Register map, names as in the netlist:
Other sequential cells in the stronger grey, the rest of the logic in the fainter grey.
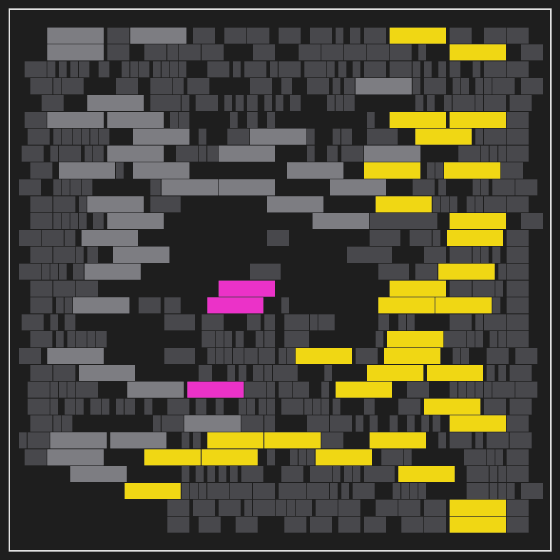
Met1 routing:
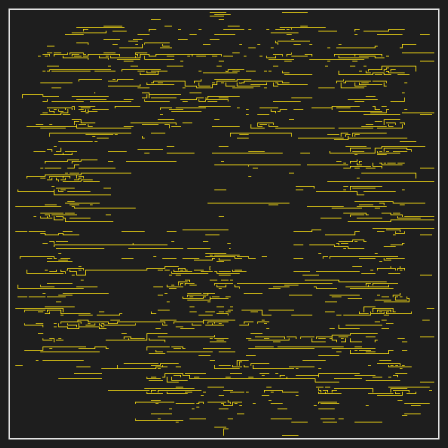
`config.mk`:
```
export PLATFORM = sky130hd
export DESIGN_NAME = ifetch_flat
export DESIGN_NICKNAME = d
export VERILOG_FILES = /design/src/rtl/ifetch_pkg.sv /design/src/rtl/ifetch_if.sv /design/src/rtl/ifetch.sv /design/src/flat_wrapper.sv
export SDC_FILE = /design/constraint.sdc
export NUM_CORES = 1
export LEC_CHECK = 0
export ABC_AREA = 1
export CAP_MARGIN = 30
export CORE_UTILIZATION = 42
export DETAILED_ROUTE_END_ITERATION = 16
export PLACE_DENSITY = 0.95
export SYNTH_ARGS = -nofsm -noshare
export SYNTH_HDL_FRONTEND = slang
export SYNTH_SLANG_ARGS = --single-unit
```
`constraint.sdc`:
```
create_clock -name clk -period 2.5 [get_ports clk]
set_input_delay 0.625 -clock clk [delete_from_list [all_inputs] [get_ports clk]]
set_output_delay 0.625 -clock clk [all_outputs]
set_load 0.01 [all_outputs]
```
`src/rtl/ifetch_pkg.sv`:
```
// Shared core definitions for the fetch stage: datapath width, reset vector,
// fetch FSM state encoding and a small address helper.
package ifetch_pkg;

  localparam int XLEN = 32;
  localparam logic [XLEN-1:0] RESET_VECTOR = 32'h0000_0000;

  typedef enum logic [2:0] {
    IDLE = 3'd0,
    REQ  = 3'd1,
    WAIT = 3'd2,
    FULL = 3'd3,
    DROP = 3'd4
  } fetch_state_t;

  function automatic logic [XLEN-1:0] word_align(input logic [XLEN-1:0] addr);
    return {addr[XLEN-1:2], 2'b00};
  endfunction

endpackage

```
`src/rtl/ifetch_if.sv`:
```
// Fetch-stage bus: instruction-memory request/response channel plus the
// instruction handshake towards decode.
interface ifetch_if;
  import ifetch_pkg::*;

  logic            imem_req_valid;
  logic [XLEN-1:0] imem_req_addr;
  logic            imem_req_ready;
  logic            imem_rsp_valid;
  logic [XLEN-1:0] imem_rsp_data;
  logic            inst_valid;
  logic [XLEN-1:0] inst_data;
  logic [XLEN-1:0] inst_pc;
  logic            inst_fault;
  logic            inst_ready;

  modport master (
    output imem_req_valid, imem_req_addr,
    input  imem_req_ready, imem_rsp_valid, imem_rsp_data,
    output inst_valid, inst_data, inst_pc, inst_fault,
    input  inst_ready
  );

  modport slave (
    input  imem_req_valid, imem_req_addr,
    output imem_req_ready, imem_rsp_valid, imem_rsp_data,
    input  inst_valid, inst_data, inst_pc, inst_fault,
    output inst_ready
  );

endinterface

```
`src/rtl/ifetch.sv`:
```
// RV32 instruction fetch: one outstanding imem request at a time, registered
// instruction slot towards decode, pc_en pulse when decode takes a word.
module ifetch
  import ifetch_pkg::*;
#(
  parameter logic [XLEN-1:0] START_ADDR = RESET_VECTOR
) (
  input  logic            clk,
  input  logic            rst,
  input  logic [XLEN-1:0] pc_in,
  input  logic            flush,
  output logic            pc_en,
  ifetch_if.master        bus
);

  localparam logic [2:0] ST_IDLE = IDLE;
  localparam logic [2:0] ST_REQ  = REQ;
  localparam logic [2:0] ST_WAIT = WAIT;
  localparam logic [2:0] ST_FULL = FULL;
  localparam logic [2:0] ST_DROP = DROP;

  logic [2:0]      state_reg, state_next;
  logic [XLEN-1:0] req_addr_reg;
  logic [XLEN-1:0] inst_pc_reg;
  logic [XLEN-1:0] inst_data_reg;
  logic            inst_valid_reg;
  logic            inst_fault_reg;

  logic capture, load_rsp, load_fault;
  logic req_valid, req_ready, rsp_valid, inst_ready, misaligned;

  assign req_ready  = bus.imem_req_ready;
  assign rsp_valid  = bus.imem_rsp_valid;
  assign inst_ready = bus.inst_ready;
  assign misaligned = (pc_in[1:0] != 2'b00);

  assign req_valid = (state_reg == ST_REQ);
  assign pc_en     = (state_reg == ST_FULL) && inst_ready && !flush;

  always_comb begin
    state_next = state_reg;
    capture    = 1'b0;
    load_rsp   = 1'b0;
    load_fault = 1'b0;
    case (state_reg)
      ST_IDLE: begin
        capture = 1'b1;
        if (misaligned && !flush) begin
          state_next = ST_FULL;
          load_fault = 1'b1;
        end else begin
          state_next = ST_REQ;
        end
      end
      ST_REQ: begin
        // A request accepted in the flush cycle still owes us a response.
        if (flush)          state_next = req_ready ? ST_DROP : ST_IDLE;
        else if (req_ready) state_next = ST_WAIT;
      end
      ST_WAIT: begin
        if (rsp_valid) begin
          if (flush) begin
            state_next = ST_IDLE;
          end else begin
            state_next = ST_FULL;
            load_rsp   = 1'b1;
          end
        end else if (flush) begin
          state_next = ST_DROP;
        end
      end
      ST_FULL: begin
        if (flush || inst_ready) state_next = ST_IDLE;
      end
      ST_DROP: begin
        // Only one response can be in flight, so leave as soon as it lands.
        if (rsp_valid) state_next = ST_IDLE;
      end
      default: state_next = ST_IDLE;
    endcase
  end

  always_ff @(posedge clk or negedge rst) begin
    if (!rst) begin
      state_reg      <= ST_IDLE;
      req_addr_reg   <= START_ADDR;
      inst_pc_reg    <= START_ADDR;
      inst_data_reg  <= '0;
      inst_fault_reg <= 1'b0;
      inst_valid_reg <= 1'b0;
    end else begin
      state_reg      <= state_next;
      inst_valid_reg <= (state_next == ST_FULL);
      if (capture) begin
        req_addr_reg <= word_align(pc_in);
        inst_pc_reg  <= pc_in;
      end
      if (load_fault) begin
        inst_data_reg  <= '0;
        inst_fault_reg <= 1'b1;
      end else if (load_rsp) begin
        inst_data_reg  <= bus.imem_rsp_data;
        inst_fault_reg <= 1'b0;
      end
    end
  end

  assign bus.imem_req_valid = req_valid;
  assign bus.imem_req_addr  = req_addr_reg;
  assign bus.inst_valid     = inst_valid_reg;
  assign bus.inst_data      = inst_data_reg;
  assign bus.inst_pc        = inst_pc_reg;
  assign bus.inst_fault     = inst_fault_reg;

endmodule

```
`src/flat_wrapper.sv`:
```
// flat-port wrapper written by rule: the top's interface ports become plain ports
module ifetch_flat import ifetch_pkg::*;
#(
  parameter logic [XLEN-1:0] START_ADDR = RESET_VECTOR
)
  (clk, rst, pc_in, flush, pc_en, bus_imem_req_valid, bus_imem_req_addr, bus_imem_req_ready, bus_imem_rsp_valid, bus_imem_rsp_data, bus_inst_valid, bus_inst_data, bus_inst_pc, bus_inst_fault, bus_inst_ready);
  ifetch_if bus_i ();
  input  logic clk;
  input  logic rst;
  input  logic [XLEN-1:0] pc_in;
  input  logic flush;
  output logic pc_en;
  output wire logic [$bits(bus_i.imem_req_valid)-1:0] bus_imem_req_valid;
  output wire logic [$bits(bus_i.imem_req_addr)-1:0] bus_imem_req_addr;
  input wire logic [$bits(bus_i.imem_req_ready)-1:0] bus_imem_req_ready;
  input wire logic [$bits(bus_i.imem_rsp_valid)-1:0] bus_imem_rsp_valid;
  input wire logic [$bits(bus_i.imem_rsp_data)-1:0] bus_imem_rsp_data;
  output wire logic [$bits(bus_i.inst_valid)-1:0] bus_inst_valid;
  output wire logic [$bits(bus_i.inst_data)-1:0] bus_inst_data;
  output wire logic [$bits(bus_i.inst_pc)-1:0] bus_inst_pc;
  output wire logic [$bits(bus_i.inst_fault)-1:0] bus_inst_fault;
  input wire logic [$bits(bus_i.inst_ready)-1:0] bus_inst_ready;
  assign bus_imem_req_valid = bus_i.imem_req_valid;
  assign bus_imem_req_addr = bus_i.imem_req_addr;
  assign bus_i.imem_req_ready = bus_imem_req_ready;
  assign bus_i.imem_rsp_valid = bus_imem_rsp_valid;
  assign bus_i.imem_rsp_data = bus_imem_rsp_data;
  assign bus_inst_valid = bus_i.inst_valid;
  assign bus_inst_data = bus_i.inst_data;
  assign bus_inst_pc = bus_i.inst_pc;
  assign bus_inst_fault = bus_i.inst_fault;
  assign bus_i.inst_ready = bus_inst_ready;
  ifetch #(.START_ADDR(START_ADDR)) u_core (.clk(clk), .rst(rst), .pc_in(pc_in), .flush(flush), .pc_en(pc_en), .bus(bus_i));
endmodule
```
==> out/qor.yml <==
status: "finished, final reports clean"
ant_nets: 0
io_pins: 170
ys.flop_type: "dfrtp_1"
fp-utilization: 0.440
max_freq_mhz: 434
max_cap_violations: 0
overflow: 0
comb_area_um2: 943
top_cells_by_count: "168 x nand2_1, 69 x dfrtp_1, 36 x nand3_1"
core_area_mm2: 0.00691
final_area_mm2: 0.00470
largest_area_cell: "dfrtp_1"
first_pass_iters: 4
finalCritPeriodShare: 0.922
peakVddDrop_v: 0.000530
io_buffers: 167
switchingPower_mw: 2.16
die-area_mm2: 0.00758
wl_met2_mm: 4.07
endpoint_kind: "output pin"
cts_hold_buf: 0
cts_setup_buffers: 0
antenna_found_initial: 0
first_iter_violations: 82
viasPerCell: 4.70
placed_cell_area_mm2: 0.00452
layout-area-overhead-vs-synth_pct: 54.7
preCtsSetupSlack_ns: 0.0564
die-width_um: 87.1
vias: 2750
n_fill_cell: 557
yosys_register_bits: 69
p_leak_nw: 2.32
final_net_count: 555
intPower_mw: 3.72
htree_num_levels: 3
startpoint_type: "flip-flop"
maxSlewViolCount: 0
path_cells: "inv_2 -> nand2_1 -> nor2_1 -> clkdlybuf4s50_1"
setup.worst_path.end: "bus_imem_req_valid"
grtUsageTotal: 0.206
crit_start: "u_core.state_reg[2]"
ys_seq_frac: 0.568
yosysWarnings: 0
root_buffer: "clkbuf_8"
seq_area_mm2: 0.00173
tightest_slew_ns: 0.759
setup_viol: 0
clockBufferDepth: 2
r2r_start: "u_core.state_reg[1]"
top_cell: "nand2_1"
power.density_mw_per_mm2: 1250
avgSynthCellArea_um2: 8.66
grt_pass1_wl_mm: 12.1
grt_pass1_vias: 2576
log.warning_count: 26
ys_cells: 351
total_power_mw: 5.88
row_count: 30
holdWs_ns: 0.364
drc: 0
wirelength_mm: 7.85
synth.cell_area_mm2: 0.00304
netlist-cell-type-count: 19
cts.sinks: 69
clkTransAtPathRegs_ns: 0.07
finClkSkew_ns: 0.00969
clkPwrFrac: 0.142
layout_min_cycle_time_ns: 2.30
timing_worst_setup_path_type: "reg2out"
dpl.hpwl_mm: 5.88
clock_latency_ns: 0.33
cts_made_buffers: 9
final_util: 0.681
wl_met1_mm: 3.02
reg2reg_depth: 6
cts_tree: "built"
r2r_end: "u_core.bus.inst_pc[10]"
p_comb_frac: 0.515
required_ns: 1.88
yosys_area_mm2: 0.00304
setup_tns_ns: 0
grt_max_degree: 37
p_seq_frac: 0.343
max_stage_delay_ns: 0.59
cp_max_fo: 5
gp_congestion: 0.775
ys_async_sr_fraction: 1.00
top_layer_used: "met4"
drt-wirelength-per-cell_um: 13.4
r2r_slack_ns: 0.96
netlist.area_leader.share: 0.568
num_antenna_cells: 0
worst_slack_ns: 0.196
drive_above_1_share: 0.0552
stdcell_count: 585
arrival_ns: 1.68
met3_length_um: 650
edf_count: 0
rsz0062_at_grt: "no"
synthCells: 351
switching_share: 0.368
relSlewSlack: 0.494
cp_slowest_cell: "clkdlybuf4s50_1"
topCellsByArea: "dfrtp_1 57%, nand2_1 21%, buf_4 8.6%, nand3_1 5.9%, buf_2 1.6%"
die_h_um: 87.1
hp-class: "in2async"
hold_viol: 0
dp_cells: 570
About 'register map, names as in the netlist':
Key: magenta = u_core.state_reg [placed flops 3]; yellow = u_core.bus.inst_pc [placed flops 32]
Another 34 sequential cells are not coloured.

About 'met1 routing':
The longest straight run is 25.5 um. 456 nets have wire on it. The wires run mostly horizontal. The layer holds 38% of the routed length.

-- per-layer routing --
layer | up-vias | global-route usage
li1 | 1323 | -
met2 | 128 | 0.370
met1 | 1289 | 0.231
met4 | 0 | 0.0924
met5 | - | 0
met3 | 10 | 0.0502
-- cell families after synthesis --
group / count (synthesis) / share of synthesized area
AOI/OAI and AO/OA: 3 / 0.00576
buffers and inverters: 55 / 0.123
and+or+nand+nor: 223 / 0.302
other: 1 / 0.00123
DFF: 69 / 0.568
-- power by group through the flow --
stage               sequential, mW  clock [mW]  combinational (mW)
detailed placement            2.02           0                3.06
finish                        2.01       0.837                3.03
CTS                           2.01       0.865                3.06
global route                  2.07       0.905                3.29
floorplan                     2.19           0                1.38
global placement              2.00           0                2.95
-- what timing repair did --
| item | 4_1_cts | 5_1_grt |
|---|---|---|
| endpoints found under the hold margin | 0 | 0 |
| endpoints found under the setup margin | 0 | 1 |
| resized | 0 | 1 |
-- cell usage in the layout, fill, tap and decap left out --
cell type and instances:
clkinv_2 3, clkdlybuf4s50_1 165, nor3_1 1, buf_4 3, clkbuf_1 1, conb_1 2, nor2_2 1, buf_2 1
clkbuf_8 9, o211ai_1 1, nand4_1 4, o21ai_0 1, dfrtp_1 69, nand2_4 2, dlymetal6s2s_1 1, bufinv_16 1
nand2_1 168, buf_12 1, clkinvlp_4 1, a21oi_1 1, nor2_4 1, nor2_1 10, inv_2 4, inv_1 2
nand3_1 36
-- worst max-delay path, delay by kind of cell, from the launching register on --
family / cells / cell delay, ns
buf+inv: 2 / 0.70
flops: 1 / 0.45
simple gates: 2 / 0.20
-- final cells by class --
cell class / count / share of cell area
clock inverter: 5 / 0.0112
timing repair buffer: 171 / 0.364
inverter: 6 / 0.00479
sequential: 69 / 0.367
tap: 96 / 0.0255
clock buffer: 10 / 0.0271
multi-input combinational: 228 / 0.201
Power and IR drop assume default switching activity.
